$ cat config.mk
export PLATFORM = sky130hd
export DESIGN_NAME = uart_ddfs_baud_flat
export DESIGN_NICKNAME = d
export VERILOG_FILES = /design/src/rtl/uart_ddfs_baud_if.sv /design/src/rtl/uart_ddfs_baud.sv /design/src/flat_wrapper.sv
export SDC_FILE = /design/constraint.sdc
export NUM_CORES = 1
export LEC_CHECK = 0
export CAP_MARGIN = 5
export CORE_ASPECT_RATIO = 1.1
export CORE_MARGIN = 1
export CORE_UTILIZATION = 54
export CTS_CLUSTER_DIAMETER = 50
export CTS_CLUSTER_SIZE = 30
export DETAILED_ROUTE_END_ITERATION = 8
export HOLD_SLACK_MARGIN = 0.03
export MAX_ROUTING_LAYER = met4
export PLACE_DENSITY = 0.85
export SYNTH_ARGS = -nofsm -noshare
export SYNTH_HDL_FRONTEND = slang
export SYNTH_SLANG_ARGS = --single-unit
$ cat constraint.sdc
create_clock -name CLK -period 3.35 [get_ports CLK]
set_clock_uncertainty 0.05 [all_clocks]
set_input_delay 0.67 -clock CLK [delete_from_list [all_inputs] [get_ports CLK]]
set_output_delay 0.67 -clock CLK [all_outputs]
set_load 0.01 [all_outputs]
$ cat src/rtl/uart_ddfs_baud_if.sv
// Control/status bundle between the UART core and its DDFS baud generator.
// The master modport drives tuning/RX control; the slave modport is the generator.
interface uart_ddfs_baud_if #(
    parameter int unsigned W = 16
) ();
    logic         EN;
    logic         K_WR;
    logic [W-1:0] K_IN;
    logic         RX_SYNC;
    logic         RX_STOP;
    logic         CLK_RX;
    logic         CLK_TX;
    logic         RX_SAMPLE;
    logic         K_PEND;
    logic [W-1:0] K_CUR;

    modport master (
        output EN, K_WR, K_IN, RX_SYNC, RX_STOP,
        input  CLK_RX, CLK_TX, RX_SAMPLE, K_PEND, K_CUR
    );

    modport slave (
        input  EN, K_WR, K_IN, RX_SYNC, RX_STOP,
        output CLK_RX, CLK_TX, RX_SAMPLE, K_PEND, K_CUR
    );
endinterface

$ cat src/rtl/uart_ddfs_baud.sv
// DDFS baud generator: one phase accumulator yields the oversample tick and bit tick,
// with glitch-free tuning updates at TX bit boundaries and a resyncable RX mid-bit strobe.
module uart_ddfs_baud #(
    parameter int unsigned W      = 16,
    parameter int unsigned OVS    = 16,
    parameter int unsigned K_INIT = 2416
) (
    input  logic             CLK,
    input  logic             RST,
    uart_ddfs_baud_if.slave  bus
);
    localparam int unsigned CW       = $clog2(OVS);
    localparam logic [CW-1:0] CNT_LAST = CW'(OVS - 1);
    localparam logic [CW-1:0] CNT_HALF = CW'(OVS / 2 - 1);
    localparam logic [W-1:0]  K_RST    = W'(K_INIT);

    logic [W-1:0]  acc_q, acc_d;
    logic [W-1:0]  k_cur_q, k_cur_d;
    logic [W-1:0]  k_shadow_q, k_shadow_d;
    logic          k_pend_q, k_pend_d;
    logic [CW-1:0] tx_cnt_q, tx_cnt_d;
    logic [CW-1:0] rx_cnt_q, rx_cnt_d;
    logic          rx_act_q, rx_act_d;
    logic          clk_rx_q, clk_rx_d;
    logic          clk_tx_q, clk_tx_d;
    logic          rx_sample_q, rx_sample_d;

    logic [W:0]    sum;
    logic          carry;
    logic          boundary;

    always_comb begin
        sum      = {1'b0, acc_q} + {1'b0, k_cur_q};
        carry    = bus.EN & sum[W];
        boundary = carry & (tx_cnt_q == CNT_LAST);

        acc_d       = bus.EN ? sum[W-1:0] : acc_q;
        tx_cnt_d    = carry ? tx_cnt_q + 1'b1 : tx_cnt_q;
        clk_rx_d    = carry;
        clk_tx_d    = boundary;

        k_cur_d    = k_cur_q;
        k_shadow_d = k_shadow_q;
        k_pend_d   = k_pend_q;
        // A write always defers the apply by at least one edge, even on a boundary.
        if (bus.K_WR) begin
            k_shadow_d = bus.K_IN;
            k_pend_d   = 1'b1;
        end else if (k_pend_q && (!bus.EN || boundary)) begin
            k_cur_d  = k_shadow_q;
            k_pend_d = 1'b0;
        end

        rx_cnt_d    = rx_cnt_q;
        rx_act_d    = rx_act_q;
        rx_sample_d = 1'b0;
        if (bus.RX_SYNC) begin
            rx_cnt_d = '0;
            rx_act_d = 1'b1;
        end else if (bus.RX_STOP) begin
            rx_cnt_d = '0;
            rx_act_d = 1'b0;
        end else if (carry && rx_act_q) begin
            rx_cnt_d    = rx_cnt_q + 1'b1;
            rx_sample_d = (rx_cnt_q == CNT_HALF);
        end
    end

    always_ff @(posedge CLK) begin
        if (RST) begin
            acc_q       <= '0;
            k_cur_q     <= K_RST;
            k_shadow_q  <= K_RST;
            k_pend_q    <= 1'b0;
            tx_cnt_q    <= '0;
            rx_cnt_q    <= '0;
            rx_act_q    <= 1'b0;
            clk_rx_q    <= 1'b0;
            clk_tx_q    <= 1'b0;
            rx_sample_q <= 1'b0;
        end else begin
            acc_q       <= acc_d;
            k_cur_q     <= k_cur_d;
            k_shadow_q  <= k_shadow_d;
            k_pend_q    <= k_pend_d;
            tx_cnt_q    <= tx_cnt_d;
            rx_cnt_q    <= rx_cnt_d;
            rx_act_q    <= rx_act_d;
            clk_rx_q    <= clk_rx_d;
            clk_tx_q    <= clk_tx_d;
            rx_sample_q <= rx_sample_d;
        end
    end

    assign bus.CLK_RX    = clk_rx_q;
    assign bus.CLK_TX    = clk_tx_q;
    assign bus.RX_SAMPLE = rx_sample_q;
    assign bus.K_PEND    = k_pend_q;
    assign bus.K_CUR     = k_cur_q;
endmodule

$ cat src/flat_wrapper.sv
// flat-port wrapper written by rule: the top's interface ports become plain ports
module uart_ddfs_baud_flat 
#(
    parameter int unsigned W      = 16,
    parameter int unsigned OVS    = 16,
    parameter int unsigned K_INIT = 2416
)
  (CLK, RST, bus_EN, bus_K_WR, bus_K_IN, bus_RX_SYNC, bus_RX_STOP, bus_CLK_RX, bus_CLK_TX, bus_RX_SAMPLE, bus_K_PEND, bus_K_CUR);
  uart_ddfs_baud_if #(.W(W)) bus_i ();
  input  logic CLK;
  input  logic RST;
  input wire logic [$bits(bus_i.EN)-1:0] bus_EN;
  input wire logic [$bits(bus_i.K_WR)-1:0] bus_K_WR;
  input wire logic [$bits(bus_i.K_IN)-1:0] bus_K_IN;
  input wire logic [$bits(bus_i.RX_SYNC)-1:0] bus_RX_SYNC;
  input wire logic [$bits(bus_i.RX_STOP)-1:0] bus_RX_STOP;
  output wire logic [$bits(bus_i.CLK_RX)-1:0] bus_CLK_RX;
  output wire logic [$bits(bus_i.CLK_TX)-1:0] bus_CLK_TX;
  output wire logic [$bits(bus_i.RX_SAMPLE)-1:0] bus_RX_SAMPLE;
  output wire logic [$bits(bus_i.K_PEND)-1:0] bus_K_PEND;
  output wire logic [$bits(bus_i.K_CUR)-1:0] bus_K_CUR;
  assign bus_i.EN = bus_EN;
  assign bus_i.K_WR = bus_K_WR;
  assign bus_i.K_IN = bus_K_IN;
  assign bus_i.RX_SYNC = bus_RX_SYNC;
  assign bus_i.RX_STOP = bus_RX_STOP;
  assign bus_CLK_RX = bus_i.CLK_RX;
  assign bus_CLK_TX = bus_i.CLK_TX;
  assign bus_RX_SAMPLE = bus_i.RX_SAMPLE;
  assign bus_K_PEND = bus_i.K_PEND;
  assign bus_K_CUR = bus_i.K_CUR;
  uart_ddfs_baud #(.W(W), .OVS(OVS), .K_INIT(K_INIT)) u_core (.CLK(CLK), .RST(RST), .bus(bus_i));
endmodule
==> run notes <==
run results: GRT overflow 0, nets 399, async set-reset flop share out of synthesis 0%, Detail Route Antenna Nets 0, Highest Signal Layer met4, setup tns final 0 ns, Reg-to-Reg Start u_core.bus.K_CUR[0], Buf+Inv Stages, Crit Path 1, ant diodes 0, syn_nets 358, Post-Synth AOI/OAI Area 16.5%, worst min path class register to register, inverter count 6, post-route DRC violation count 0, endpoints failing hold 0, Seq group 773 uW, DR iter-0 viols 306, CTS tree done, register area share after synthesis 40.6%, setup violators final 0, Crit path depth 10, critical path arrival 3.06 ns, critical path startpoint category register, non-clock buffer count 46, main flop type dfxtp_1, Core ar. 5360 um^2, Commonest Layout Cell dfxtp_1, reg2reg end u_core.bus.K_CUR[13], routing usage on met1 31.1%, CLK BUF 10, Floorplan Utilization 56.1%, Sw Ratio 24.6%, clk latency late pin 0.34 ns, Worst Hold End u_core.acc_q[14], Critical Path Max Stage Delay 0.44 ns, CP Max Fanout 21, Layout clock area frac 5.84%, Final WS setup 0.421 ns, final RePlAce weighted congestion 0.887, num tapcells 75, YS warnings 0, Leakage 0.00161 uW, H-tree levels 3, GR Util met2 36.8%, status finished clean, non-clk buf share 12.0%, EDFF count, synth 0, fillcell total 411, CTS Hold Buffers Added 0, die height 80.2 um, Routed WL 6260 um
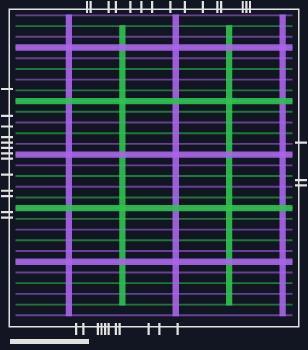
Fig. 1. Floorplan with the power grid.
The bar under the picture is 20 um long. Pins as bars on the die edge.
[purple] VSS
[green] VDD
met4 straps: 5
met1 rails: 29
signal pins: 42
rows: 28

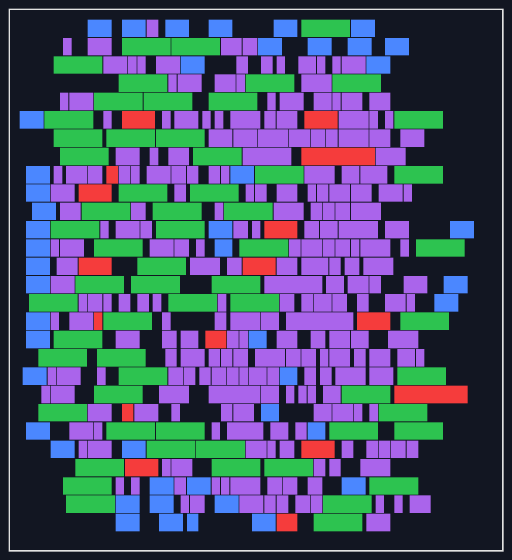
Fig. 2. Placement by cell class.
[blue] remaining buffers and delay cells | cells: 46 | share of their area: 12%
[purple] combinational and other logic | cells: 240 | share of their area: 48%
[red] clock drivers and dummy loads | cells: 16 | share of their area: 6.0%
[green] sequential cells | cells: 61 | share of their area: 34%

Power and IR drop assume default switching activity.
